### Routed clock nets over the placement

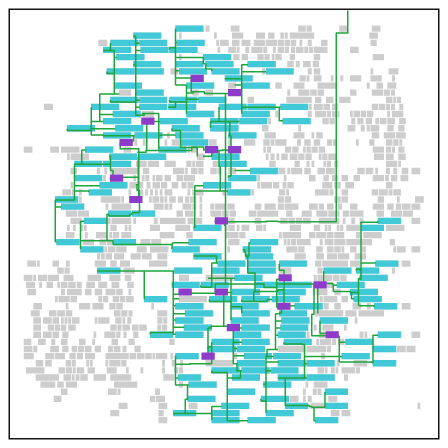
### Cell outlines without signal wires

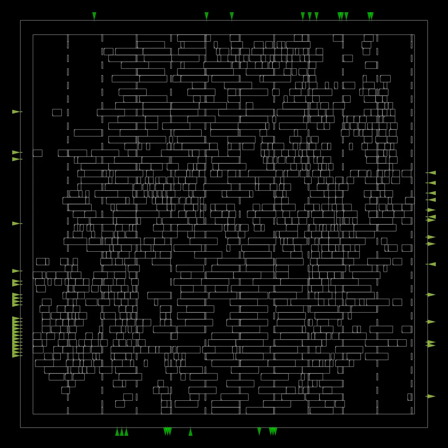
### Port wiring

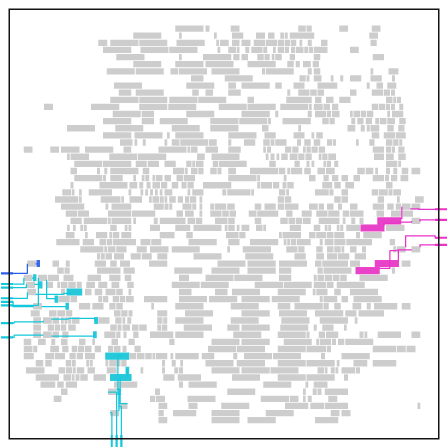
==> src/rtl/sprite_line_scheduler.sv <==
// Per-scanline sprite evaluator: scans the sprite table during horizontal blank, then composites the next line.
// Optional overflow tracking is built when SPRITE_OVERFLOW_EN is defined.
module sprite_line_scheduler #(
  parameter int NUM_SPR   = 8,
  parameter int NUM_SLOTS = 4,
  parameter int SPR_SIZE  = 16
) (
  input  logic                        Clk,
  input  logic                        Reset,
  input  logic [9:0]                  DrawX,
  input  logic [9:0]                  DrawY,
  input  logic                        blank,
  output logic [$clog2(NUM_SPR)-1:0]  spr_addr,
  input  logic [9:0]                  spr_x,
  input  logic [9:0]                  spr_y,
  input  logic                        spr_valid,
  output logic                        chef,
  output logic [$clog2(NUM_SPR)-1:0]  pix_id,
  output logic [$clog2(SPR_SIZE)-1:0] pix_row,
  output logic [$clog2(SPR_SIZE)-1:0] pix_col,
  output logic                        line_overflow
);
  localparam int AW = $clog2(NUM_SPR);
  localparam int SW = $clog2(SPR_SIZE);
  localparam int CW = $clog2(NUM_SLOTS + 1);

  typedef enum logic [1:0] {IDLE, SCAN, HOLD} state_t;

  state_t               state_q, state_d;
  logic [AW-1:0]        idx_q, idx_d;
  logic [CW-1:0]        sh_cnt_q, sh_cnt_d;
  logic [NUM_SLOTS-1:0] sh_vld_q, sh_vld_d, act_vld_q, act_vld_d;
  logic [AW-1:0]        sh_id_q  [NUM_SLOTS], sh_id_d  [NUM_SLOTS];
  logic [9:0]           sh_x_q   [NUM_SLOTS], sh_x_d   [NUM_SLOTS];
  logic [SW-1:0]        sh_row_q [NUM_SLOTS], sh_row_d [NUM_SLOTS];
  logic [AW-1:0]        act_id_q [NUM_SLOTS], act_id_d [NUM_SLOTS];
  logic [9:0]           act_x_q  [NUM_SLOTS], act_x_d  [NUM_SLOTS];
  logic [SW-1:0]        act_row_q[NUM_SLOTS], act_row_d[NUM_SLOTS];

  logic                 chef_q, chef_d;
  logic [AW-1:0]        pix_id_q, pix_id_d;
  logic [SW-1:0]        pix_row_q, pix_row_d, pix_col_q, pix_col_d;

  logic [9:0]           next_line, hit_dy, col_dx;
  logic                 hit, line_end, cover_any;
  logic [AW-1:0]        win_id;
  logic [SW-1:0]        win_row, win_col;

  // Scan FSM, shadow slot fill and end-of-line shadow-to-active copy
  always_comb begin
    state_d   = state_q;
    idx_d     = idx_q;
    sh_cnt_d  = sh_cnt_q;
    sh_vld_d  = sh_vld_q;
    sh_id_d   = sh_id_q;
    sh_x_d    = sh_x_q;
    sh_row_d  = sh_row_q;
    act_vld_d = act_vld_q;
    act_id_d  = act_id_q;
    act_x_d   = act_x_q;
    act_row_d = act_row_q;
    next_line = (DrawY == 10'd524) ? 10'd0 : DrawY + 10'd1;
    hit_dy    = next_line - spr_y;
    hit       = (state_q == SCAN) && spr_valid && (hit_dy < 10'(SPR_SIZE));
    line_end  = (DrawX == 10'd799);
    spr_addr  = (state_q == SCAN) ? idx_q : '0;

    case (state_q)
      IDLE: if (DrawX == 10'd640) begin
        state_d = SCAN;
        idx_d   = '0;
      end
      SCAN: begin
        idx_d = idx_q + AW'(1);
        if (idx_q == AW'(NUM_SPR - 1)) state_d = HOLD;
      end
      HOLD: if (line_end) state_d = IDLE;
      default: state_d = IDLE;
    endcase

    if (hit && (sh_cnt_q < CW'(NUM_SLOTS))) begin
      for (int i = 0; i < NUM_SLOTS; i++) begin
        if (CW'(i) == sh_cnt_q) begin
          sh_vld_d[i] = 1'b1;
          sh_id_d[i]  = idx_q;
          sh_x_d[i]   = spr_x;
          sh_row_d[i] = hit_dy[SW-1:0];
        end
      end
      sh_cnt_d = sh_cnt_q + CW'(1);
    end

    // An unfinished scan still hands over whatever it collected
    if (line_end) begin
      act_vld_d = sh_vld_q;
      act_id_d  = sh_id_q;
      act_x_d   = sh_x_q;
      act_row_d = sh_row_q;
      sh_vld_d  = '0;
      sh_cnt_d  = '0;
      state_d   = IDLE;
    end
  end

  // Pixel compositing: lowest-numbered covering slot wins
  always_comb begin
    cover_any = 1'b0;
    win_id    = '0;
    win_row   = '0;
    win_col   = '0;
    col_dx    = '0;
    for (int i = NUM_SLOTS - 1; i >= 0; i--) begin
      col_dx = DrawX - act_x_q[i];
      if (act_vld_q[i] && (col_dx < 10'(SPR_SIZE))) begin
        cover_any = 1'b1;
        win_id    = act_id_q[i];
        win_row   = act_row_q[i];
        win_col   = col_dx[SW-1:0];
      end
    end
    chef_d    = blank && cover_any;
    pix_id_d  = chef_d ? win_id  : '0;
    pix_row_d = chef_d ? win_row : '0;
    pix_col_d = chef_d ? win_col : '0;
  end

  always_ff @(posedge Clk or posedge Reset) begin
    if (Reset) begin
      state_q   <= IDLE;
      idx_q     <= '0;
      sh_cnt_q  <= '0;
      sh_vld_q  <= '0;
      act_vld_q <= '0;
      chef_q    <= 1'b0;
      pix_id_q  <= '0;
      pix_row_q <= '0;
      pix_col_q <= '0;
    end else begin
      state_q   <= state_d;
      idx_q     <= idx_d;
      sh_cnt_q  <= sh_cnt_d;
      sh_vld_q  <= sh_vld_d;
      act_vld_q <= act_vld_d;
      chef_q    <= chef_d;
      pix_id_q  <= pix_id_d;
      pix_row_q <= pix_row_d;
      pix_col_q <= pix_col_d;
    end
  end

  // Slot payloads are qualified by the valid bits, so they need no reset
  always_ff @(posedge Clk) begin
    sh_id_q   <= sh_id_d;
    sh_x_q    <= sh_x_d;
    sh_row_q  <= sh_row_d;
    act_id_q  <= act_id_d;
    act_x_q   <= act_x_d;
    act_row_q <= act_row_d;
  end

  assign chef    = chef_q;
  assign pix_id  = pix_id_q;
  assign pix_row = pix_row_q;
  assign pix_col = pix_col_q;

`ifdef SPRITE_OVERFLOW_EN
  logic sh_ovf_q, sh_ovf_d, act_ovf_q, act_ovf_d;

  always_comb begin
    sh_ovf_d  = sh_ovf_q;
    act_ovf_d = act_ovf_q;
    if (hit && (sh_cnt_q == CW'(NUM_SLOTS))) sh_ovf_d = 1'b1;
    if (line_end) begin
      act_ovf_d = sh_ovf_q;
      sh_ovf_d  = 1'b0;
    end
  end

  always_ff @(posedge Clk or posedge Reset) begin
    if (Reset) begin
      sh_ovf_q  <= 1'b0;
      act_ovf_q <= 1'b0;
    end else begin
      sh_ovf_q  <= sh_ovf_d;
      act_ovf_q <= act_ovf_d;
    end
  end

  assign line_overflow = act_ovf_q;
`else
  assign line_overflow = 1'b0;
`endif

endmodule
==> config.mk <==
export PLATFORM = sky130hd
export DESIGN_NAME = sprite_line_scheduler
export DESIGN_NICKNAME = d
export VERILOG_FILES = /design/src/rtl/sprite_line_scheduler.sv
export SDC_FILE = /design/constraint.sdc
export NUM_CORES = 1
export LEC_CHECK = 0
export CAP_MARGIN = 0
export CORE_MARGIN = 5
export CORE_UTILIZATION = 35
export CTS_BUF_LIST = sky130_fd_sc_hd__clkbuf_2 sky130_fd_sc_hd__clkbuf_4 sky130_fd_sc_hd__clkbuf_8
export DETAILED_ROUTE_END_ITERATION = 12
export PLACE_DENSITY = 0.49
export SKIP_LAST_GASP = 1
export SYNTH_ARGS = -nofsm -noshare
export SYNTH_HDL_FRONTEND = slang
export SYNTH_SLANG_ARGS = --single-unit
==> constraint.sdc <==
create_clock -name Clk -period 3.35 [get_ports Clk]
set_clock_uncertainty 0.05 [all_clocks]
set_input_delay 0.5025 -clock Clk [delete_from_list [all_inputs] [get_ports Clk]]
set_output_delay 0.5025 -clock Clk [all_outputs]
set_load 0.05 [all_outputs]
==> Changelog: implementation <==
### Metrics

- Sink Count: 164
- First-pass GRT wire length: 32.84 mm
- Pwr Density: 396.6 nW/um^2
- CP startpoint kind: primary input
- VDD IR max: 0.2207 mV
- Post-synth area from yosys stat: 8247 um^2
- CP Capture Type: flop
- # Cells Yosys: 682
- Post-synthesis sequential area ratio: 0.5802
- DR DRC count: 0
- Fin crit period: 3457 ps
- Top cell area share: 0.4952
- Final RePlAce weighted congestion: 0.8702
- Top cells by count: edfxtp_1 (136), inv_1 (77), ha_1 (54)
- Nets: 993
- Synth Warn #: 0
- Layout area overhead: 37.64%
- Clock tree from TritonCTS: yes
- Largest net degree at the start of global routing: 82
- Initial antenna violation count: 0
- Failing checks: setup timing
- Most numerous logic cells after layout: edfxtp_1 (136), buf_4 (127), inv_1 (73)
- Main area contributors: edfxtp_1 (50%), dfrtp_1 (8.5%), ha_1 (8.2%)
- Yosys top cell by area: edfxtp_1
- Worst setup margin: -107.4 ps
- Status: complete, but fails checks
- Die Ht: 163.5 um
- Setup violators final: 68
- Num rows: 56
- Inserted Clock Buffers: 17
- Total of max-cap violations: 0
- Final worst-path cycle share: 1.032
- Max Fanout on Critical Path: 8
- Antenna-violating nets left: 0
Back to the opening pictures, 'Routed clock nets over the placement':
[flip-flops] cyan | count: 164
[clock-net drivers] purple | count: 17
[clock wires] green | length: 1800 um
routed clock nets	18
Clock Power Share: 0.386
clk latency late pin: 440 ps
Clk power: 1.74 mW

Back to the opening pictures, 'Cell outlines without signal wires':
Post-Layout Cell Count: 1222
Seq/total area: 0.4215
# Taps: 319

Back to the opening pictures, 'Port wiring':
port	color	bits	direction	end cells	buffers	wire
`spr_y`	cyan	10	input	11	10	232 um
`Reset`	blue	1	input	1	1	10.4 um
`pix_col`	magenta	4	output	4	4	83.4 um
# IOs: 60
PortBufs: 58

==> flip-flops by register name, indices dropped and copies added (netlist names), 2 cells and up <==
name       count
sh_id_q       12
sh_cnt_q       3
state_q        2
act_id_q      12
pix_id         3
idx_q          3
act_x_q       40
act_vld_q      4
pix_col        4
sh_x_q        40
sh_vld_q       4
pix_row        4
sh_row_q      16
act_row_q     16
==> kinds of logic after synthesis <==
kind of cell,Yosys count,share of synthesized area
other cells,1,0.0004547
xor+xnor,32,0.03490
flops,164,0.5802
fa+ha+maj,59,0.09407
mux,6,0.007889
compound gates,137,0.1167
simple gates,194,0.1240
buf+inv,89,0.04188
==> critical path, stage by stage <==
cell and delay [ps]:
buf_12 90, inv_12 30, ha_4 130, nor4bb_1 110, and3_4 150, or2_4 260, ha_4 160, fa_2 340
nor2b_1 120, o21ai_1 90, a21boi_1 170, o211ai_1 160, a2111oi_2 410, nor3_2 80, or3_4 440, nor2_4 160
buf_6 160
==> where the power goes <==
part | leakage, nW | total, mW | switching [mW] | internal (mW)
registers | 1.51 | 2.20 | 0.00223 | 2.20
clock network | 0.254 | 1.74 | 0.700 | 1.04
logic | 2.64 | 0.559 | 0.279 | 0.281
==> area by class of cell <==
class / instances / area (um^2)
Multi-Input combinational cell: 429 / 3615
Sequential cell: 164 / 4785
Clock inverter: 11 / 220.2
Timing Repair Buffer: 201 / 1743
Fill cell: 2040 / 11980
Tap cell: 319 / 399.1
Clock buffer: 21 / 282.8
Inverter: 77 / 306.5
==> stage by stage <==
| stage | setup TNS [ps] | hold WS, ps | power, mW | instance area, um^2 | utilization |
|---|---|---|---|---|---|
| after global placement | -98230 | 352.1 | 2.754 | 10330 | 0.4426 |
| final | -5752 | 370.8 | 4.502 | 11350 | 0.4865 |
| after detailed placement | -107320 | 354.5 | 2.763 | 10330 | 0.4426 |
| after global routing | -17100 | 376.5 | 4.691 | 11350 | 0.4865 |
| after floorplan | -45080 | 350.3 | 2.498 | 8339 | - |
| after CTS | -8472 | 371.2 | 4.525 | 11070 | 0.4746 |
==> what timing repair did <==
item,CTS,global route
setup endpoints to repair,87,85
hold endpoints to repair,0,0
buffers inserted,6,6
pin swaps,26,31
gates cloned,2,1
resized,73,62
==> metal layers <==
metal,part of all wire,GRT usage,up-vias
li1,-,-,2934
met1,0.49,0.2285,2903
met5,0,0,-
met2,0.46,0.2494,110
met4,0.017,0.04918,0
met3,0.030,0.02347,19
==> how the worst max path moves through the flow <==
stage                   to  depth (start not counted)  startpoint  slack (ps)
6_report         sh_x_q[5]                         17    DrawY[1]        -110
5_1_grt         sh_x_q[26]                         17    DrawY[1]        -270
4_1_cts        sh_row_q[9]                         19    DrawY[1]        -200
3_5_place_dp    sh_id_q[8]                         18    DrawY[1]       -1340
3_3_place_gp    sh_id_q[8]                         18    DrawY[1]       -1240
2_1_floorplan   sh_id_q[0]                         16    DrawY[1]        -660
No activity file was given, so power comes from the tool's default toggle rates.
